### config.mk
export PLATFORM = sky130hd
export DESIGN_NAME = sar_controller
export DESIGN_NICKNAME = d
export VERILOG_FILES = /design/src/rtl/sar_pkg.sv /design/src/rtl/sar_controller.sv
export SDC_FILE = /design/constraint.sdc
export NUM_CORES = 1
export LEC_CHECK = 0
export ABC_AREA = 1
export ABC_CLOCK_PERIOD_IN_PS = 4100
export CAP_MARGIN = 20
export CORE_MARGIN = 4
export CORE_UTILIZATION = 58
export DETAILED_ROUTE_END_ITERATION = 7
export GPL_TIMING_DRIVEN = 1
export PLACE_DENSITY = 0.84
export SLEW_MARGIN = 30
export SYNTH_ARGS = -nofsm -noshare
export SYNTH_HDL_FRONTEND = slang
export SYNTH_SLANG_ARGS = --single-unit
### constraint.sdc
create_clock -name clk_in -period 4.1 [get_ports clk_in]
set_input_delay 0.41 -clock clk_in [delete_from_list [all_inputs] [get_ports clk_in]]
set_output_delay 0.41 -clock clk_in [all_outputs]
set_load 0.1 [all_outputs]
### src/rtl/sar_pkg.sv
// Shared types and default constants for the SAR ADC controller.
package sar_pkg;

  typedef enum logic [1:0] {
    IDLE    = 2'd0,
    TRACK_S = 2'd1,
    CONVERT = 2'd2,
    DONE    = 2'd3
  } sar_state_e;

  localparam int unsigned DEF_N_BITS   = 8;
  localparam int unsigned DEF_TRACK    = 2;
  localparam int unsigned DEF_SETTLE   = 2;
  // Width in clk_in cycles of the strobe produced by the sample divider.
  localparam int unsigned TICK_PULSE_W = 1;

endpackage

### src/rtl/sar_controller.sv
// Successive-approximation controller: track, binary search MSB->LSB, publish result.
module sar_controller
  import sar_pkg::*;
#(
  parameter int unsigned N_BITS = DEF_N_BITS,
  parameter int unsigned TRACK  = DEF_TRACK,
  parameter int unsigned SETTLE = DEF_SETTLE
) (
  input  logic              clk_in,
  input  logic              rst,
  input  logic              sample_tick,
  input  logic              comp_in,
  output logic [N_BITS-1:0] dac_code,
  output logic              sample_hold,
  output logic              busy,
  output logic [N_BITS-1:0] data_out,
  output logic              data_valid,
  output logic              overrun
);

  localparam int unsigned TrackW  = $clog2(TRACK + 1);
  localparam int unsigned SettleW = $clog2(SETTLE + 1);
  localparam int unsigned IdxW    = $clog2(N_BITS);

  localparam logic [TrackW-1:0]  TrackLast  = TrackW'(TRACK - 1);
  localparam logic [SettleW-1:0] SettleLast = SettleW'(SETTLE - 1);
  localparam logic [IdxW-1:0]    IdxMsb     = IdxW'(N_BITS - 1);
  localparam logic [N_BITS-1:0]  One        = N_BITS'(1);

  sar_state_e          state_q, state_d;
  logic [TrackW-1:0]   track_cnt_q, track_cnt_d;
  logic [SettleW-1:0]  settle_cnt_q, settle_cnt_d;
  logic [IdxW-1:0]     bit_idx_q, bit_idx_d;
  logic [N_BITS-1:0]   result_q, result_d;
  logic [N_BITS-1:0]   data_out_q, data_out_d;
  logic                overrun_q, overrun_d;
  logic [N_BITS-1:0]   bit_mask;
  logic [N_BITS-1:0]   decided;

  // State and datapath registers; reset aborts any conversion in flight.
  always_ff @(posedge clk_in or posedge rst) begin
    if (rst) begin
      state_q      <= IDLE;
      track_cnt_q  <= '0;
      settle_cnt_q <= '0;
      bit_idx_q    <= '0;
      result_q     <= '0;
      data_out_q   <= '0;
      overrun_q    <= 1'b0;
    end else begin
      state_q      <= state_d;
      track_cnt_q  <= track_cnt_d;
      settle_cnt_q <= settle_cnt_d;
      bit_idx_q    <= bit_idx_d;
      result_q     <= result_d;
      data_out_q   <= data_out_d;
      overrun_q    <= overrun_d;
    end
  end

  // Next-state logic and Moore outputs.
  always_comb begin
    state_d      = state_q;
    track_cnt_d  = track_cnt_q;
    settle_cnt_d = settle_cnt_q;
    bit_idx_d    = bit_idx_q;
    result_d     = result_q;
    data_out_d   = data_out_q;
    overrun_d    = 1'b0;
    dac_code     = '0;
    sample_hold  = 1'b0;
    busy         = 1'b0;
    data_valid   = 1'b0;
    bit_mask     = One << bit_idx_q;
    // Result with the current bit resolved by the comparator.
    decided      = comp_in ? (result_q | bit_mask) : (result_q & ~bit_mask);

    unique case (state_q)
      IDLE: begin
        if (sample_tick) begin
          state_d     = TRACK_S;
          track_cnt_d = '0;
        end
      end
      TRACK_S: begin
        sample_hold = 1'b1;
        busy        = 1'b1;
        overrun_d   = sample_tick;
        if (track_cnt_q == TrackLast) begin
          state_d      = CONVERT;
          bit_idx_d    = IdxMsb;
          result_d     = '0;
          settle_cnt_d = '0;
        end else begin
          track_cnt_d = track_cnt_q + 1'b1;
        end
      end
      CONVERT: begin
        busy      = 1'b1;
        dac_code  = result_q | bit_mask;
        overrun_d = sample_tick;
        if (settle_cnt_q == SettleLast) begin
          settle_cnt_d = '0;
          result_d     = decided;
          if (bit_idx_q == '0) begin
            state_d    = DONE;
            data_out_d = decided;
          end else begin
            bit_idx_d = bit_idx_q - 1'b1;
          end
        end else begin
          settle_cnt_d = settle_cnt_q + 1'b1;
        end
      end
      DONE: begin
        busy       = 1'b1;
        data_valid = 1'b1;
        dac_code   = result_q;
        // A tick landing on the publish cycle chains straight into the next sample.
        if (sample_tick) begin
          state_d     = TRACK_S;
          track_cnt_d = '0;
        end else begin
          state_d = IDLE;
        end
      end
      default: state_d = IDLE;
    endcase
  end

  assign data_out = data_out_q;
  assign overrun  = overrun_q;

endmodule

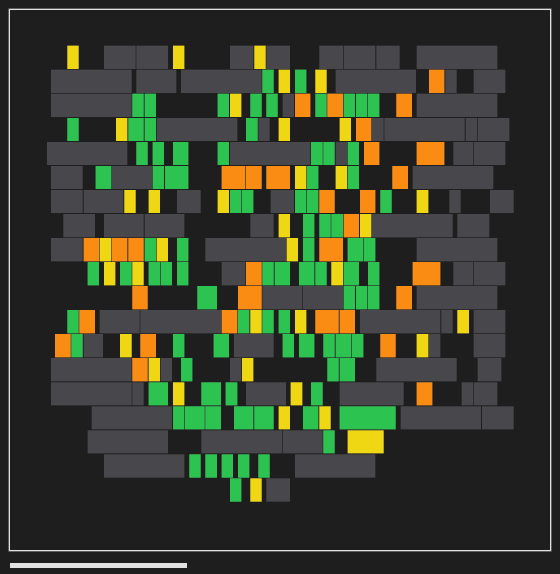
(run_1/gates.png)
The bar under the picture is 20 um long.
- green: nand cells (cells 88; most used nand2_1)
- orange: aoi and oai cells (cells 32; most used o21ai_0)
- yellow: inv cells (cells 36; most used inv_1)

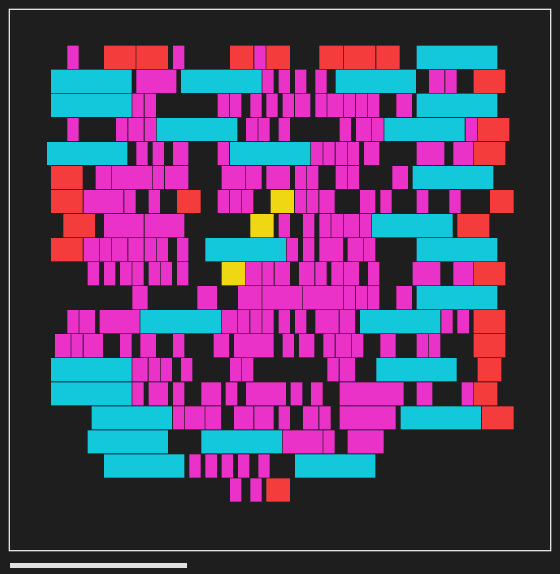
(run_1/class_map.png)
The bar under the picture is 20 um long.
- red: remaining buffers and delay cells (cells 24; share of their area 12%)
- magenta: remaining logic cells (cells 184; share of their area 51%)
- cyan: registers (cells 26; share of their area 36%)
- yellow: clock-net drivers (cells 3; share of their area 1.2%)

==> out/README.md, run 1 <==
| Item | This run |
|---|---|
| Initial antenna violation count | 0 |
| CTS Buf Count | 3 |
| Maximum number of buffers from clock root to sink | 2 |
| Area-dominant cell class after layout | multi-input combinational cells |
| Worst Max-Slew Pin Slew | 0.967 ns |
| Max cap viols | 0 |
| # fillers | 233 |
| Crit path DAT | 2.30 ns |
| Number of logged tool warnings | 34 |
| Reg area | 651 um2 |
| Launching point of the worst reg2reg path | state_q[0] |
| Post-route standard cell area excluding fillers | 0.00186 mm2 |
| Horizontal die size | 61.1 um |
| H-tree Lvls | 1 |
| Met3 Use GR | 0.0335 |
| Crit path max fanout | 6 |
| Met3 WL post-DR | 149 um |
| Worst setup startpoint | state_q[1] |
| First-iteration detailed-routing DRC count | 38 |
| Longest individual stage delay on the worst path | 1.17 ns |
| Routed wire per std cell | 11.1 um |
| Post-DP HPWL | 2.28 mm |
| Logic area | 785 um2 |
| Achievable clock frequency | 0.369 GHz |
| MUX area fraction | 0 |
| Nets@finish | 254 |
| Number of global-route vias before repair | 1,186 |
| Clock network area share | 0.0121 |
| Post-synthesis share of cell area spent on full adders, half adders and majority gates | 0.0841 |
| Proportion of synthesized chip area in sequential cells | 0.398 |
| Reg-to-reg critical path endpoint | result_q[4] |
| Crit Path Class | reg2out |
| Layout cells sized above 1 | 0.101 |
| Wire length of the first global-routing pass | 5.11 mm |
| Fraction of synthesis flops using an asynchronous set or reset pin | 1.00 |
| Result of the run | finished, final reports clean |
| Resized Gates After CTS | 0 |
| Vias post-DR | 1,375 |
| Setup bufs post-CTS | 0 |
| Count of inverters not on the clock network in the layout | 36 |
| TritonCTS clock tree | done |
| Number of different library cells in the post-synthesis netlist | 22 |
| Maximum clock skew at final layout | 0.00457 ns |
| Setup slack at placement | 1.75 ns |
| Combinational share of cell area | 0.423 |
| Mapped Avg Cell Area | 7.61 um2 |
| Root buf cell | clkbuf_4 |
| Worst Reg2Reg Path Length in Cells | 8 |
| Worst endpoint required time | 3.69 ns |
| Count of placed standard cells in the final layout, fillers left out | 268 |
| Yosys cell count | 215 |
| Hold-fix buffers, CTS | 0 |
| Setup violators final | 0 |
| Cell taking the most area after synthesis | dfrtp_1 |
| Flop share of the area | 0.350 |
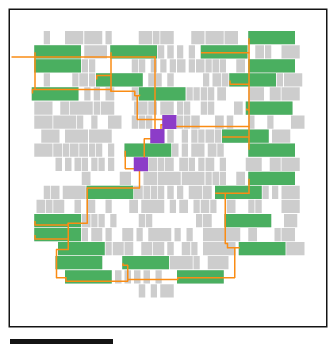
(run_1/clock_wires.png)
The bar under the picture is 20 um long.
- orange: clock wires (length 288 um)
- green: flip-flops (count 26)
- purple: clock-net drivers (count 3)
- flops lie: all over the die
- routed clock nets: 4

## Run 2: what changed since run 1
--- a/config.mk
+++ b/config.mk
@@ -6,13 +6,13 @@
 export NUM_CORES = 1
 export LEC_CHECK = 0
 export ABC_AREA = 1
-export ABC_CLOCK_PERIOD_IN_PS = 4100
+export ABC_CLOCK_PERIOD_IN_PS = 2800
 export CAP_MARGIN = 20
 export CORE_MARGIN = 4
-export CORE_UTILIZATION = 58
+export CORE_UTILIZATION = 54
 export DETAILED_ROUTE_END_ITERATION = 7
 export GPL_TIMING_DRIVEN = 1
-export PLACE_DENSITY = 0.84
+export PLACE_DENSITY = 0.79
 export SLEW_MARGIN = 30
 export SYNTH_ARGS = -nofsm -noshare
 export SYNTH_HDL_FRONTEND = slang
==> constraint.sdc (replaced) <==
create_clock -name clk_in -period 2.8 [get_ports clk_in]
set_input_delay 0.28 -clock clk_in [delete_from_list [all_inputs] [get_ports clk_in]]
set_output_delay 0.28 -clock clk_in [all_outputs]
set_load 0.1 [all_outputs]
==> run 2 against run 1 <==
Design area up 3.8%. Via count up 2.5%. Sequential share of layout area down 1.3 points. Final cell count up 0.75%. First-iteration DRC count up 66%. Critical path type unchanged. Worst setup slack worse by 0.90 ns. Core utilization up 0.19 points.
==> out/README.md, run 2 <==
| Item | This run | Change |
|---|---|---|
| Count of synthesis-stage warnings from yosys | 0 | unchanged |
| Clock buffer count | 4 | was 3 |
| # fillers | 240 | was 233 |
| Number of different library cells in the post-synthesis netlist | 22 | unchanged |
| Final clock period utilization by the worst path | 0.824 |  |
| Area-dominant cell class after layout | multi-input combinational cells | unchanged |
| Vias post-DR | 1,409 | was 1,375 |
| Cell taking the most area after synthesis | dfrtp_1 | unchanged |
| Launching point of the worst reg2reg path | state_q[0] | unchanged |
| Setup violators final | 0 | unchanged |
| Reg area | 651 um2 | unchanged |
| Yosys cell count | 215 | unchanged |
| Number of global-route vias before repair | 1,279 | was 1,186 |
| Number of logged tool warnings | 34 | unchanged |
| Post-synth regs | 26 | unchanged |
| Nets@finish | 255 | was 254 |
| Routed wire per std cell | 11.9 um | was 11.1 um |
| Wire length of the first global-routing pass | 5.46 mm | was 5.11 mm |
| Setup bufs post-CTS | 0 | unchanged |
| Initial antenna violation count | 0 | unchanged |
| Met3 Use GR | 0.0320 | was 0.0335 |
| Top comb family, area | simple AND/OR/NAND/NOR gates | unchanged |
| Reg-to-reg critical path endpoint | result_q[7] | was result_q[4] |
| Number of primary I/O pins | 24 | unchanged |
| Count of inverters not on the clock network in the layout | 36 | unchanged |
| Clock network area share | 0.0188 | was 0.0121 |
| Crit Path Class | reg2out | unchanged |
| Maximum clock skew at final layout | 0.00339 ns | was 0.00457 ns |
| H-tree Lvls | 1 | unchanged |
| Maximum number of buffers from clock root to sink | 2 | unchanged |
| Layout cells sized above 1 | 0.159 | was 0.101 |
| Count of placed standard cells in the final layout, fillers left out | 270 | was 268 |
| Max cap viols | 0 | unchanged |
| Post-synthesis share of cell area spent on full adders, half adders and majority gates | 0.0841 | unchanged |
| Final hold violations | 0 | unchanged |
| Fin util | 0.681 | was 0.679 |
| Longest individual stage delay on the worst path | 0.45 ns | was 1.17 ns |
| Logic area | 788 um2 | was 785 um2 |
| Resized Gates After CTS | 0 | unchanged |
| Horizontal die size | 63.1 um | was 61.1 um |
| Worst Reg2Reg Path Length in Cells | 8 | unchanged |
| Combinational share of cell area | 0.409 | was 0.423 |
| Mapped Avg Cell Area | 7.61 um2 | unchanged |
| Layer with the highest usage after global routing | met2 | unchanged |
| Achievable clock frequency | 0.433 GHz |  |
| First-iteration detailed-routing DRC count | 63 | was 38 |
| Hold-fix buffers, CTS | 0 | unchanged |
| Chip footprint | 0.00398 mm2 | was 0.00374 mm2 |
| Fraction of synthesis flops using an asynchronous set or reset pin | 1.00 | unchanged |
| MUX area fraction | 0 | unchanged |
| Proportion of synthesized chip area in sequential cells | 0.398 | unchanged |
| Worst setup startpoint | state_q[0] | was state_q[1] |
| Met3 WL post-DR | 154 um | was 149 um |
| Result of the run | finished, final reports clean | unchanged |
| Setup slack at placement | 0.864 ns | was 1.75 ns |
| TritonCTS clock tree | done | unchanged |
| Area contributors post-synth | dfrtp_1 40%, nand2_1 15%, ha_1 8.4% | unchanged |
| Worst Max-Slew Pin Slew | 0.422 ns | was 0.967 ns |
| Crit path DAT | 2.03 ns | was 2.30 ns |
| Worst endpoint required time | 2.52 ns | was 3.69 ns |
| CTS Buf Count | 3 | unchanged |
| Flop share of the area | 0.338 | was 0.350 |
| Root buf cell | clkbuf_4 | unchanged |
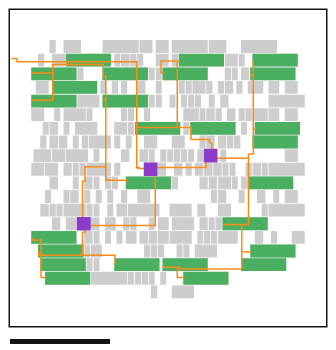
(run_2/clock_wires.png)
The bar under the picture is 20 um long.
Clk Latency, worst-skew pair: 0.32 ns

## Run 3: what changed since run 2
--- a/config.mk
+++ b/config.mk
@@ -6,7 +6,7 @@
 export NUM_CORES = 1
 export LEC_CHECK = 0
 export ABC_AREA = 1
-export ABC_CLOCK_PERIOD_IN_PS = 2800
+export ABC_CLOCK_PERIOD_IN_PS = 2200
 export CAP_MARGIN = 20
 export CORE_MARGIN = 4
 export CORE_UTILIZATION = 54
==> constraint.sdc (replaced) <==
create_clock -name clk_in -period 2.2 [get_ports clk_in]
set_input_delay 0.22 -clock clk_in [delete_from_list [all_inputs] [get_ports clk_in]]
set_output_delay 0.22 -clock clk_in [all_outputs]
set_load 0.1 [all_outputs]
==> run 3 against run 2 <==
Core utilization is 2.1 points higher. Worst setup slack worse by 0.35 ns. First-iteration DRC count is 62% lower. Final cell count stayed put. Critical path depth is 1 lower. Via count is 1.8% lower. Count of clock-buffer cells in the layout is 1 lower. Design area is 3.1% higher. Critical path type unchanged. Critical endpoint is now dac_code[7].
==> out/README.md, run 3 <==
| Item | This run | Change |
|---|---|---|
| Result of the run | finished, final reports clean | unchanged |
| Crit path max-delay cell type | dfrtp_2 | was dfrtp_1 |
| Clock network area share | 0.0264 | was 0.0188 |
| Max cap viols | 0 | unchanged |
| Number of primary I/O pins | 24 | unchanged |
| Resized Gates After CTS | 0 | unchanged |
| First-iteration detailed-routing DRC count | 24 | was 63 |
| First drt pass iteration count | 4 | was 5 |
| Worst Max-Slew Pin Slew | 0.397 ns | was 0.422 ns |
| Setup violators final | 0 | unchanged |
| Clock buffer count | 3 | was 4 |
| Post-synthesis share of cell area spent on full adders, half adders and majority gates | 0.0841 | unchanged |
| Chip footprint | 0.00398 mm2 | unchanged |
| Proportion of synthesized chip area in sequential cells | 0.398 | unchanged |
| Layout cells sized above 1 | 0.180 | was 0.159 |
| Hold-fix buffers, CTS | 0 | unchanged |
| Largest net degree at the start of global routing | 27 | unchanged |
| Flop share of the area | 0.328 | was 0.338 |
| Overall routed net length | 3.19 mm | was 3.20 mm |
| Final hold violations | 0 | unchanged |
| Number of slew-limit violations in the final report | 0 | unchanged |
| Final clock period utilization by the worst path | 0.936 |  |
| Fraction of synthesis flops using an asynchronous set or reset pin | 1.00 | unchanged |
| Met3 Use GR | 0.0249 | was 0.0320 |
| Routed wire per std cell | 11.8 um | was 11.9 um |
| Area of the mapped netlist | 0.00164 mm2 | unchanged |
| Count of inverters not on the clock network in the layout | 36 | unchanged |
| Fin util | 0.702 | was 0.681 |
| Root buf cell | clkbuf_4 | unchanged |
| Post-synth regs | 26 | unchanged |
| Crit path max fanout | 15 | was 12 |
| Layer with the highest usage after global routing | met2 | unchanged |
| Maximum number of buffers from clock root to sink | 2 | unchanged |
| Via/cell ratio | 5.13 | was 5.22 |
| Reg-to-reg critical path endpoint | result_q[6] | was result_q[7] |
| Area contributors post-synth | dfrtp_1 40%, nand2_1 15%, ha_1 8.4% | unchanged |
| CTS Buf Count | 3 | unchanged |
| Worst Reg2Reg Path Length in Cells | 8 | unchanged |
| Maximum clock skew at final layout | 0.0136 ns | was 0.00339 ns |
| Xor and xnor fraction of the mapped netlist area | 0 | unchanged |
| # fillers | 249 | was 240 |
| Met3 WL post-DR | 117 um | was 154 um |
| Reg area | 652 um2 | was 651 um2 |
| H-tree Lvls | 1 | unchanged |
| Yosys cell count | 215 | unchanged |
| MUX area fraction | 0 | unchanged |
| Horizontal die size | 63.1 um | unchanged |
| Post-DP HPWL | 2.52 mm | was 2.44 mm |
| Crit path DAT | 1.84 ns | was 2.03 ns |
| Clk Latency, worst-skew pair | 0.32 ns | about the same |
| Wire length of the first global-routing pass | 5.66 mm | was 5.46 mm |
| Nets@finish | 255 | unchanged |
| Number of logged tool warnings | 34 | unchanged |
| Commonest flop | dfrtp_1 | unchanged |
| Area-dominant cell class after layout | multi-input combinational cells | unchanged |
| TritonCTS clock tree | done | unchanged |
| Count of synthesis-stage warnings from yosys | 0 | unchanged |
| Setup bufs post-CTS | 0 | unchanged |
| Top comb family, area | simple AND/OR/NAND/NOR gates | unchanged |
| Setup slack at placement | 0.401 ns | was 0.864 ns |
| Post-route standard cell area excluding fillers | 0.00199 mm2 | was 0.00193 mm2 |
| Longest individual stage delay on the worst path | 0.46 ns | was 0.45 ns |
| CTS clock-pin slew for the worst setup and hold paths | 0.15 ns | was 0.14 ns |
| Achievable clock frequency | 0.485 GHz |  |
| Cell taking the most area after synthesis | dfrtp_1 | unchanged |
| Crit Path Class | reg2out | unchanged |
| Cell Rows | 19 | unchanged |
| Vias post-DR | 1,384 | was 1,409 |
| Initial antenna violation count | 0 | unchanged |
| Number of global-route vias before repair | 1,346 | was 1,279 |
| Mapped Avg Cell Area | 7.61 um2 | unchanged |
| Worst setup startpoint | state_q[0] | unchanged |
| Logic area | 798 um2 | was 788 um2 |
| Worst endpoint required time | 1.98 ns | was 2.52 ns |
| Number of different library cells in the post-synthesis netlist | 22 | unchanged |
| Launching point of the worst reg2reg path | state_q[0] | unchanged |
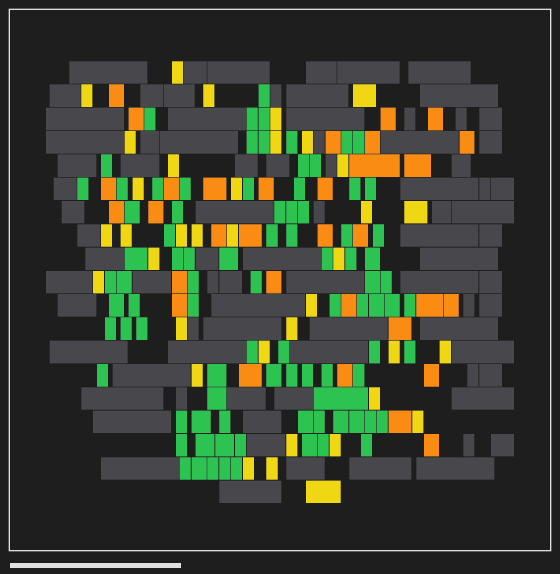
(run_3/gates.png)
The bar under the picture is 20 um long.
- orange: aoi and oai cells (cells 32; most used o21ai_0)
- green: nand cells (cells 88; most used nand2_1)
- yellow: inv cells (cells 36; most used inv_1)
count of placed standard cells in the final layout, fillers left out: 270
top logic cell by instance count in the layout: nand2_1
combinational share of cell area: 0.402


==> screenshots <==
Supply network.
Pins as bars on the die edge. Tap cells in gray.
Plate I
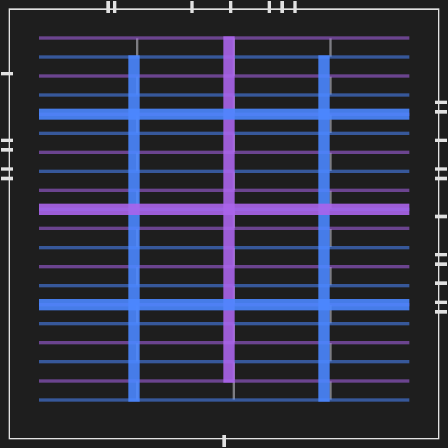
Plate II
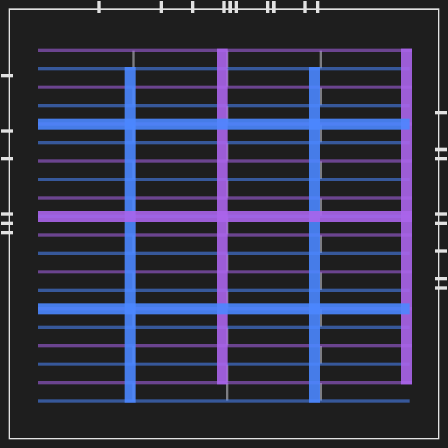
run 1 -> Plate I
run 2 -> Plate II

